--- src/rtl/mmul_sched_pkg.sv ---
// Shared constants for the 3x3 matrix-multiply scheduler: element/matrix widths,
// FSM state encoding and the flattened element index helper.
package mmul_sched_pkg;

  localparam int ELEM_W = 8;
  localparam int DIM    = 3;
  localparam int NELEM  = DIM * DIM;
  localparam int MAT_W  = NELEM * ELEM_W;

  localparam logic [1:0] ST_IDLE    = 2'd0;
  localparam logic [1:0] ST_BUSY    = 2'd1;
  localparam logic [1:0] ST_RELEASE = 2'd2;

  // Element (i,j) sits at bits elem_lsb(i,j,w) +: w of a flattened matrix.
  function automatic int elem_lsb(input int i, input int j, input int w);
    return (i * DIM + j) * w;
  endfunction

endpackage

--- src/rtl/mmul_rr_arb.sv ---
// 2-way round-robin arbiter: combinational one-hot grant from valid, pointer moves on accept.
// Zero latency; grant is only a suggestion until the caller asserts accept.
module mmul_rr_arb (
  input  logic       clk,
  input  logic       reset,
  input  logic [1:0] req,
  input  logic       accept,
  output logic [1:0] grant
);

  // prio1 set means requester 1 wins the next tie (requester 0 was served last)
  logic prio1;

  always_comb begin
    grant = req;
    if (req == 2'b11) grant = prio1 ? 2'b10 : 2'b01;
  end

  always_ff @(posedge clk) begin
    if (reset) prio1 <= 1'b0;
    else if (accept && (req != 2'b00)) prio1 <= grant[0];
  end

endmodule

--- src/rtl/mmul_sched.sv ---
// Two-requester scheduler for one shared 3x3 mmul engine with done/timeout handling.
// Response one cycle after done (or timeout); requesters are held off (ready=0) while a job is in flight.
module mmul_sched
  import mmul_sched_pkg::*;
#(
  parameter int TIMEOUT = 64,
  parameter int W       = ELEM_W
) (
  input  logic               clk,
  input  logic               reset,
  input  logic               r0_valid,
  output logic               r0_ready,
  input  logic [NELEM*W-1:0] r0_mat_a,
  input  logic [NELEM*W-1:0] r0_mat_b,
  output logic               r0_rsp_valid,
  output logic [NELEM*W-1:0] r0_rsp_data,
  output logic               r0_rsp_err,
  input  logic               r1_valid,
  output logic               r1_ready,
  input  logic [NELEM*W-1:0] r1_mat_a,
  input  logic [NELEM*W-1:0] r1_mat_b,
  output logic               r1_rsp_valid,
  output logic [NELEM*W-1:0] r1_rsp_data,
  output logic               r1_rsp_err,
  output logic               eng_enable,
  output logic [NELEM*W-1:0] eng_mat_a,
  output logic [NELEM*W-1:0] eng_mat_b,
  input  logic [NELEM*W-1:0] eng_result,
  input  logic               eng_done
);

  localparam int MW = NELEM * W;
  localparam int CW = $clog2(TIMEOUT) + 1;

  logic [1:0]    state;
  logic [CW-1:0] cnt;
  logic          owner;
  logic [1:0]    grant;
  logic          idle;
  logic          timeout_hit;

  assign idle        = (state == ST_IDLE) && !reset;
  assign r0_ready    = idle && grant[0];
  assign r1_ready    = idle && grant[1];
  assign eng_enable  = (state == ST_BUSY);
  assign timeout_hit = (cnt == CW'(TIMEOUT - 1));

  mmul_rr_arb u_arb (
    .clk    (clk),
    .reset  (reset),
    .req    ({r1_valid, r0_valid}),
    .accept (idle),
    .grant  (grant)
  );

  always_ff @(posedge clk) begin
    if (reset) begin
      state        <= ST_IDLE;
      cnt          <= '0;
      owner        <= 1'b0;
      eng_mat_a    <= '0;
      eng_mat_b    <= '0;
      r0_rsp_valid <= 1'b0;
      r0_rsp_data  <= '0;
      r0_rsp_err   <= 1'b0;
      r1_rsp_valid <= 1'b0;
      r1_rsp_data  <= '0;
      r1_rsp_err   <= 1'b0;
    end else begin
      r0_rsp_valid <= 1'b0;
      r1_rsp_valid <= 1'b0;
      case (state)
        ST_IDLE: begin
          if (grant != 2'b00) begin
            owner     <= grant[1];
            eng_mat_a <= grant[1] ? r1_mat_a : r0_mat_a;
            eng_mat_b <= grant[1] ? r1_mat_b : r0_mat_b;
            cnt       <= '0;
            state     <= ST_BUSY;
          end
        end
        ST_BUSY: begin
          // done takes precedence over a timeout landing in the same cycle
          if (eng_done || timeout_hit) begin
            state <= ST_RELEASE;
            if (owner) begin
              r1_rsp_valid <= 1'b1;
              r1_rsp_data  <= eng_done ? eng_result : MW'(0);
              r1_rsp_err   <= !eng_done;
            end else begin
              r0_rsp_valid <= 1'b1;
              r0_rsp_data  <= eng_done ? eng_result : MW'(0);
              r0_rsp_err   <= !eng_done;
            end
          end else begin
            cnt <= cnt + 1'b1;
          end
        end
        ST_RELEASE: begin
          if (!eng_done) state <= ST_IDLE;
        end
        default: state <= ST_IDLE;
      endcase
    end
  end

endmodule

--- config.mk ---
export PLATFORM = sky130hd
export DESIGN_NAME = mmul_sched
export DESIGN_NICKNAME = d
export VERILOG_FILES = /design/src/rtl/mmul_sched_pkg.sv /design/src/rtl/mmul_rr_arb.sv /design/src/rtl/mmul_sched.sv
export SDC_FILE = /design/constraint.sdc
export NUM_CORES = 1
export LEC_CHECK = 0
export ABC_AREA = 1
export ABC_CLOCK_PERIOD_IN_PS = 1800
export CAP_MARGIN = 10
export CORE_AREA = 2 2 257 259
export CTS_BUF_LIST = sky130_fd_sc_hd__clkbuf_4 sky130_fd_sc_hd__clkbuf_8
export DETAILED_ROUTE_END_ITERATION = 8
export DIE_AREA = 0 0 259 261
export PLACE_DENSITY_LB_ADDON = 0.25
export SKIP_CTS_REPAIR_TIMING = 1
export SLEW_MARGIN = 20
export SYNTH_ARGS = -nofsm -noshare
export SYNTH_HDL_FRONTEND = slang
export SYNTH_SLANG_ARGS = --single-unit
--- constraint.sdc ---
create_clock -name clk -period 1.8 [get_ports clk]
set_clock_uncertainty 0.05 [all_clocks]
set_input_delay 0.36 -clock clk [delete_from_list [all_inputs] [get_ports clk]]
set_output_delay 0.36 -clock clk [all_outputs]
set_load 0.005 [all_outputs]
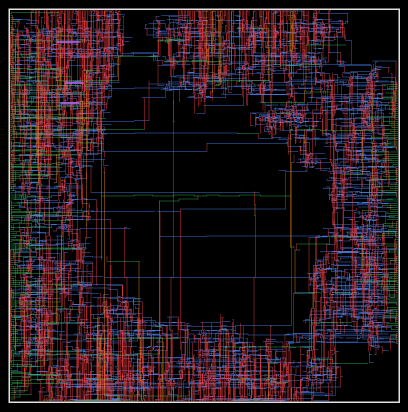
run_1/layers.png
Drawn at 1.5 px/um.
Key: M5 = purple [wire length 35.9 um]; M4 = orange [wire length 2280 um]; M1 = blue [wire length 23.6 mm]; M3 = green [wire length 5000 um]; M2 = red [wire length 30.6 mm]
routed len/inst: 17.78 um
vias: 14632

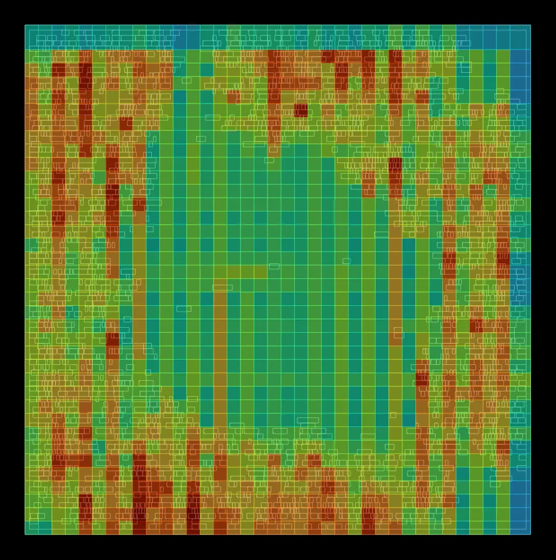
run_1/congestion_map.png
GRT Max-Usage Layer: met2
met2 GRT Util: 29.09%
GR Util All Layers: 16.96%
Layout Utilization: 36.39%

==> reports/results.tsv, run 1 <==
metric	value	unit
chip area	67600	um^2
Tool Warnings	27	
slew margin rel.	68.68	%
worst min-delay path class	input pin to register	
Yosys Instances	1841	
max frequency	0.5333	GHz
DR iter-0 viols	659	
ys flops	303	
syn nets	2207	
Post-synth EDFFs	0	
n_diodes	17	
Yosys warning count	0	
setup violators final	2	
r2r setup slk	20	ps
CTS tree	yes	
row count	94	
clk latency late pin	660	ps
failing checks	negative setup slack	
met1 wire length	23.63	mm
Worst Max-Slew Pin Slew	464.9	ps
Worst Setup End Kind	output pin	
Req. time, crit path	1390	ps
CTS Sinks	303	
fp util	19.96	%
Die Y-Extent	261	um
status	finished with violations	
Synth-to-Final Area Change	82.32	%
Worst Slack Setup Final	-75.10	ps
Leakage	15.13	nW
drt pass-1 iters	4	
Multi-input comb cells	1166	
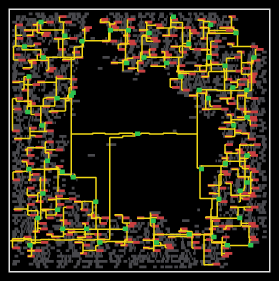
run_1/clock_wires.png
Drawn at 1 px/um.
Key: clock wires = yellow [length 5280 um]; clock-net drivers = green [count 58]; flip-flops = red [count 303]
There are 59 routed clock nets. Position of the flops: widely spread.

-- run 1: state kept, by name, summed over array words and instances, names as in the netlist --
| register | count |
|---|---|
| r1_rsp_valid | 1 |
| r0_rsp_err | 1 |
| r1_rsp_data | 72 |
| eng_mat_a | 72 |
| r0_rsp_valid | 1 |
| eng_mat_b | 72 |
| r1_rsp_err | 1 |
| state | 2 |
| owner | 1 |
| u_arb.prio1 | 1 |
| r0_rsp_data | 72 |
| cnt | 7 |
-- run 1: critical path, delay by kind of cell, from the launching register on --
kind,cells,cell delay [ps]
buffers and inverters,3,260
AND/OR/NAND/NOR,3,230
flip-flops,1,340
-- run 1: report_power, final --
part / switching, mW / internal [mW] / total, mW
clock: 3.20 / 4.73 / 7.93
sequential: 0.318 / 7.28 / 7.59
combinational: 2.02 / 2.39 / 4.41
run_1/m4.png
Drawn at 1.5 px/um.
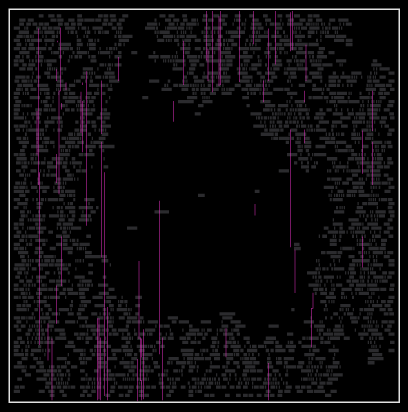

==> run 2, diff against run 1 <==
--- a/config.mk
+++ b/config.mk
@@ -9,7 +9,7 @@
 export ABC_CLOCK_PERIOD_IN_PS = 1800
 export CAP_MARGIN = 10
 export CORE_AREA = 2 2 257 259
-export CTS_BUF_LIST = sky130_fd_sc_hd__clkbuf_4 sky130_fd_sc_hd__clkbuf_8
+export CTS_BUF_LIST = sky130_fd_sc_hd__clkbuf_4
 export DETAILED_ROUTE_END_ITERATION = 8
 export DIE_AREA = 0 0 259 261
 export PLACE_DENSITY_LB_ADDON = 0.25
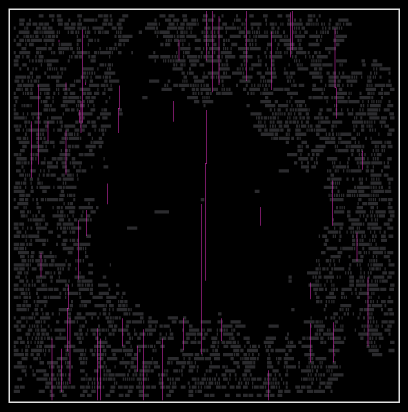
run_2/m4.png
Drawn at 1.5 px/um.
The longest straight run is 100 um. The wires run mostly vertical.
vias: 14843
DRT Wirelength: 60.84 mm

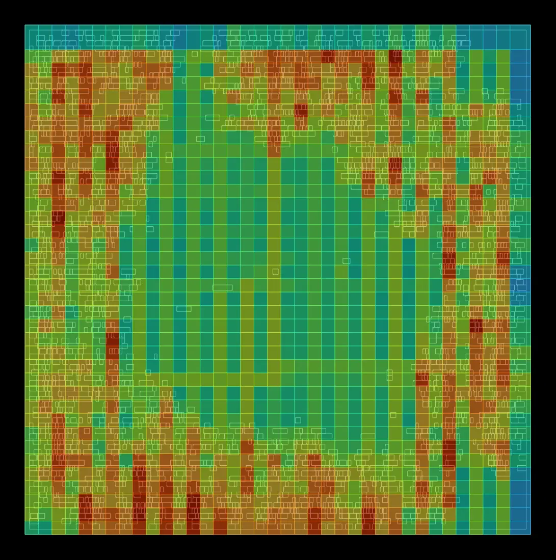
run_2/congestion_map.png
met1 usage: 18.48%
GR Util All Layers: 17.07%
GRT met3 Usage: 6.252%
met2 GRT Util: 30.13%
Layout Utilization: 33.98%

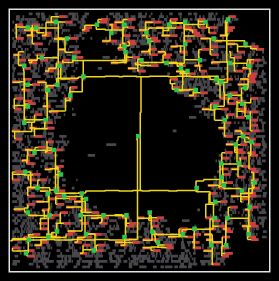
run_2/clock_wires.png
Drawn at 1 px/um.
Key: flip-flops = red [count 303]; clock wires = yellow [length 5280 um]; clock-net drivers = green [count 92]
There are 93 routed clock nets.

==> run 2 against run 1 <==
  * Sequential share of layout area is 2.7 points higher
  * Synthesized cell count stayed put
  * Combinational power is 5.2% lower
  * Worst hold slack worse by 130 ps
  * Utilization is 2.4 points lower
  * Non-clock buffer count stayed put
  * The run still ends with negative setup slack left
  * Highest routed layer unchanged
  * Design area is 6.6% lower
  * Clock-buffer cell count is 35 higher
==> reports/results.tsv, run 2 <==
metric	value	unit	change
Worst Path Buf+Inv	3		unchanged
max frequency	0.5079	GHz	was 0.5333 GHz
top cells by area	dfxtp_1 (47%), nand2_1 (15%), o211ai_1 (8.3%), nand3_1 (7.1%), inv_1 (6.7%)		unchanged
ao+oa area frac	12.94	%	unchanged
Yosys Instances	1841		unchanged
chip area	67600	um^2	unchanged
Hold Startpoint	eng_done		unchanged
post-synth cell types	23		unchanged
comb pwr	4.18	mW	was 4.41 mW
antenna violations before repair	19		was 21
row count	94		unchanged
Req. time, crit path	1390	ps	about the same
Chip Width	259	um	unchanged
Worst Setup End Kind	output pin		unchanged
Yosys warning count	0		unchanged
Worst Max-Slew Pin Slew	452.0	ps	was 464.9 ps
n_diodes	15		was 17
r2r setup slk	60	ps	was 20 ps
setup violators final	3		was 2
status	finished with violations		unchanged
Worst-path clk slew	50	ps	was 60 ps
failing checks	negative setup slack		unchanged
clk latency late pin	790	ps	was 660 ps
Multi-input comb cells	1166		unchanged
Die Y-Extent	261	um	unchanged
Tool Warnings	27		unchanged
Worst Slack Setup Final	-168.9	ps	was -75.10 ps
GRT Max-Usage Layer	met2		unchanged
CTS tree	yes		unchanged
internal power	12.71	mW	was 14.40 mW
fp util	19.96	%	unchanged
met1 wire length	23.35	mm	was 23.63 mm
Critical Path, Cell by Cell	inv_2, nand2_4, nor2_2, nand2_2, inv_2, clkbuf_2		was inv_2, nand2_4, nor2_1, nand2_1, inv_2, clkbuf_2
Clk pwr share	34.6	%	was 39.8%
Leakage	11.94	nW	was 15.13 nW
drt pass-1 iters	4		unchanged
CTS Sinks	303		unchanged
group drawing the most power	sequential cells		was clock
Setup CP Type	register to output pin		unchanged
Worst path top cell family by delay	flip-flops		unchanged
logic gate share of total power	23.1	%	was 22.1%
YS chip area	12980	um^2	unchanged
worst min-delay path class	input pin to register		unchanged
slew margin rel.	69.55	%	was 68.68%
switch share	29.97	%	was 27.79%
register share of total power	42.3	%	was 38.1%
Seq. pwr	7.68	mW	was 7.59 mW
## run 2: cell counts after synthesis
Identical to the previous run, type by type.
## run 2: metrics by stage
| stage | hold slack, ps | cells |
|---|---|---|
| 2_1_floorplan | 409.4 | 1841 |
| 3_3_place_gp | 404.3 | 3326 |
| 3_5_place_dp | 408.6 | 3326 |
| 4_1_cts | -126.0 | 3476 |
| 5_1_grt | -18.72 | 3503 |
| 6_report | 99.76 | 3505 |
## run 2: cell families (layout without fill, tap and decap cells)
| logic type | after synthesis | in the layout |
|---|---|---|
| buf+inv | 372 | 1157 |
| simple gates | 902 | 902 |
| fa+ha+maj | 1 | 1 |
| compound gates | 263 | 263 |
| flops | 303 | 303 |
| other cells | 0 | 15 |
run_2/layers.png
Drawn at 1.5 px/um.
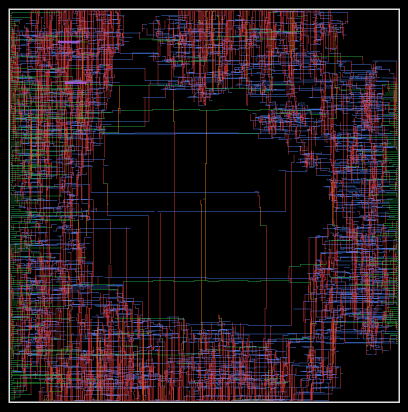

==> run 3, diff against run 2 <==
--- a/config.mk
+++ b/config.mk
@@ -12,6 +12,7 @@
 export CTS_BUF_LIST = sky130_fd_sc_hd__clkbuf_4
 export DETAILED_ROUTE_END_ITERATION = 8
 export DIE_AREA = 0 0 259 261
+export GPL_TIMING_DRIVEN = 0
 export PLACE_DENSITY_LB_ADDON = 0.25
 export SKIP_CTS_REPAIR_TIMING = 1
 export SLEW_MARGIN = 20
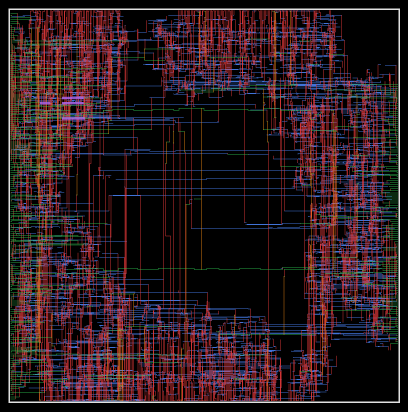
run_3/layers.png
Drawn at 1.5 px/um.
Key: M1 = blue [wire length 25.4 mm]; M3 = green [wire length 6060 um]; M4 = orange [wire length 2500 um]; M2 = red [wire length 35.6 mm]; M5 = purple [wire length 45.1 um]

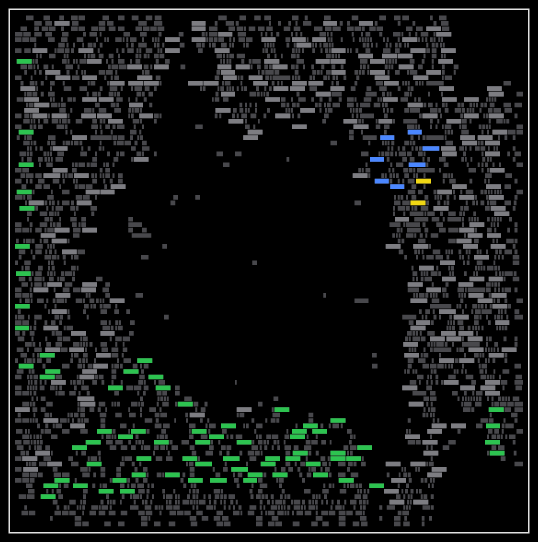
run_3/ff_map.png
Drawn at 2 px/um. Other sequential cells in the stronger grey, the rest of the logic in the fainter grey.
Key: eng_mat_a = green [sequential cells 72]; cnt = blue [sequential cells 7]; state = yellow [sequential cells 2]
Another 222 sequential cells are not coloured.

==> run 3 against run 2 <==
  * The flow still finishes with violations (negative setup slack)
  * Sequential cell count is the same
  * Utilization grew 0.59 points
  * Fmax shrank 12%
  * Largest cell class unchanged
==> reports/results.tsv, run 3 <==
metric	value	unit	change
status	finished with violations		unchanged
failing checks	negative setup slack		unchanged
post-synth cell types	23		unchanged
ao+oa area frac	12.94	%	unchanged
Post-synth EDFFs	0		unchanged
ys flops	303		unchanged
GR Util All Layers	19.26	%	was 17.07%
met1 usage	19.88	%	was 18.48%
CTS tree	yes		unchanged
GRT met3 Usage	7.259	%	was 6.252%
switch share	30.85	%	was 29.97%
max frequency	0.4484	GHz	was 0.5079 GHz
n_diodes	16		was 15
Synth-to-Final Area Change	73.25	%	was 70.27%
Leakage	11.24	nW	was 11.94 nW
CP Depth	5		was 6
syn nets	2207		unchanged
antenna violations before repair	23		was 19
register share of total power	40.8	%	was 42.3%
Worst Slack Setup Final	-430.0	ps	was -168.9 ps
DR iter-0 viols	746		was 711
Yosys warning count	0		unchanged
setup violators final	23		was 3
YS chip area	12980	um^2	unchanged
worst hold slack	72.32	ps	was 99.76 ps
Chip Width	259	um	unchanged
Worst Max-Slew Pin Slew	771.2	ps	was 452.0 ps
fp util	19.96	%	unchanged
internal power	13.11	mW	was 12.71 mW
met1 wire length	25.43	mm	was 23.35 mm
Setup CP Type	register to output pin		unchanged
Req. time, crit path	1390	ps	about the same
DRT Wirelength	69.60	mm	was 60.84 mm
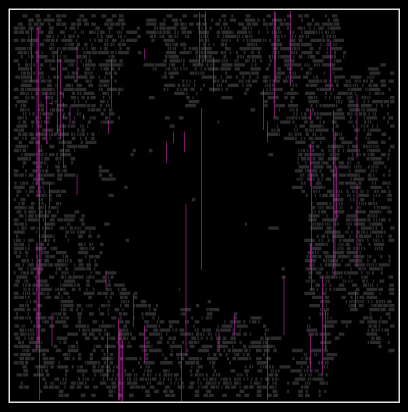
run_3/m4.png
Drawn at 1.5 px/um.
The layer holds 3.6% of the routed length. The longest straight run is 179 um. The layer carries 2500 um of wire. 45 nets have wire on it. The wires run mostly vertical.

==> run 3: per-stage QoR <==
step	cell area (um^2)	worst slack, ps	instances	TNS, ps	utilization, %
2_1_floorplan	12980	234.9	1841	0	-
3_3_place_gp	20650	-1600	3363	-248720	31.75
3_5_place_dp	20650	-1647	3363	-251240	31.75
4_1_cts	21790	-2004	3521	-194470	33.51
5_1_grt	22480	-635.0	3559	-11970	34.56
6_report	22490	-430.0	3564	-1118	34.58
==> run 3: power groups by stage <==
stage / Sequential, mW / Clock (mW) / Combinational (mW)
global placement: 7.72 / 0 / 4.38
CTS: 7.60 / 7.10 / 4.43
detailed placement: 7.73 / 0 / 4.40
floorplan: 7.72 / 0 / 1.61
global route: 7.80 / 7.46 / 4.77
finish: 7.74 / 6.82 / 4.39
Power is estimated from default activity; no workload was simulated.
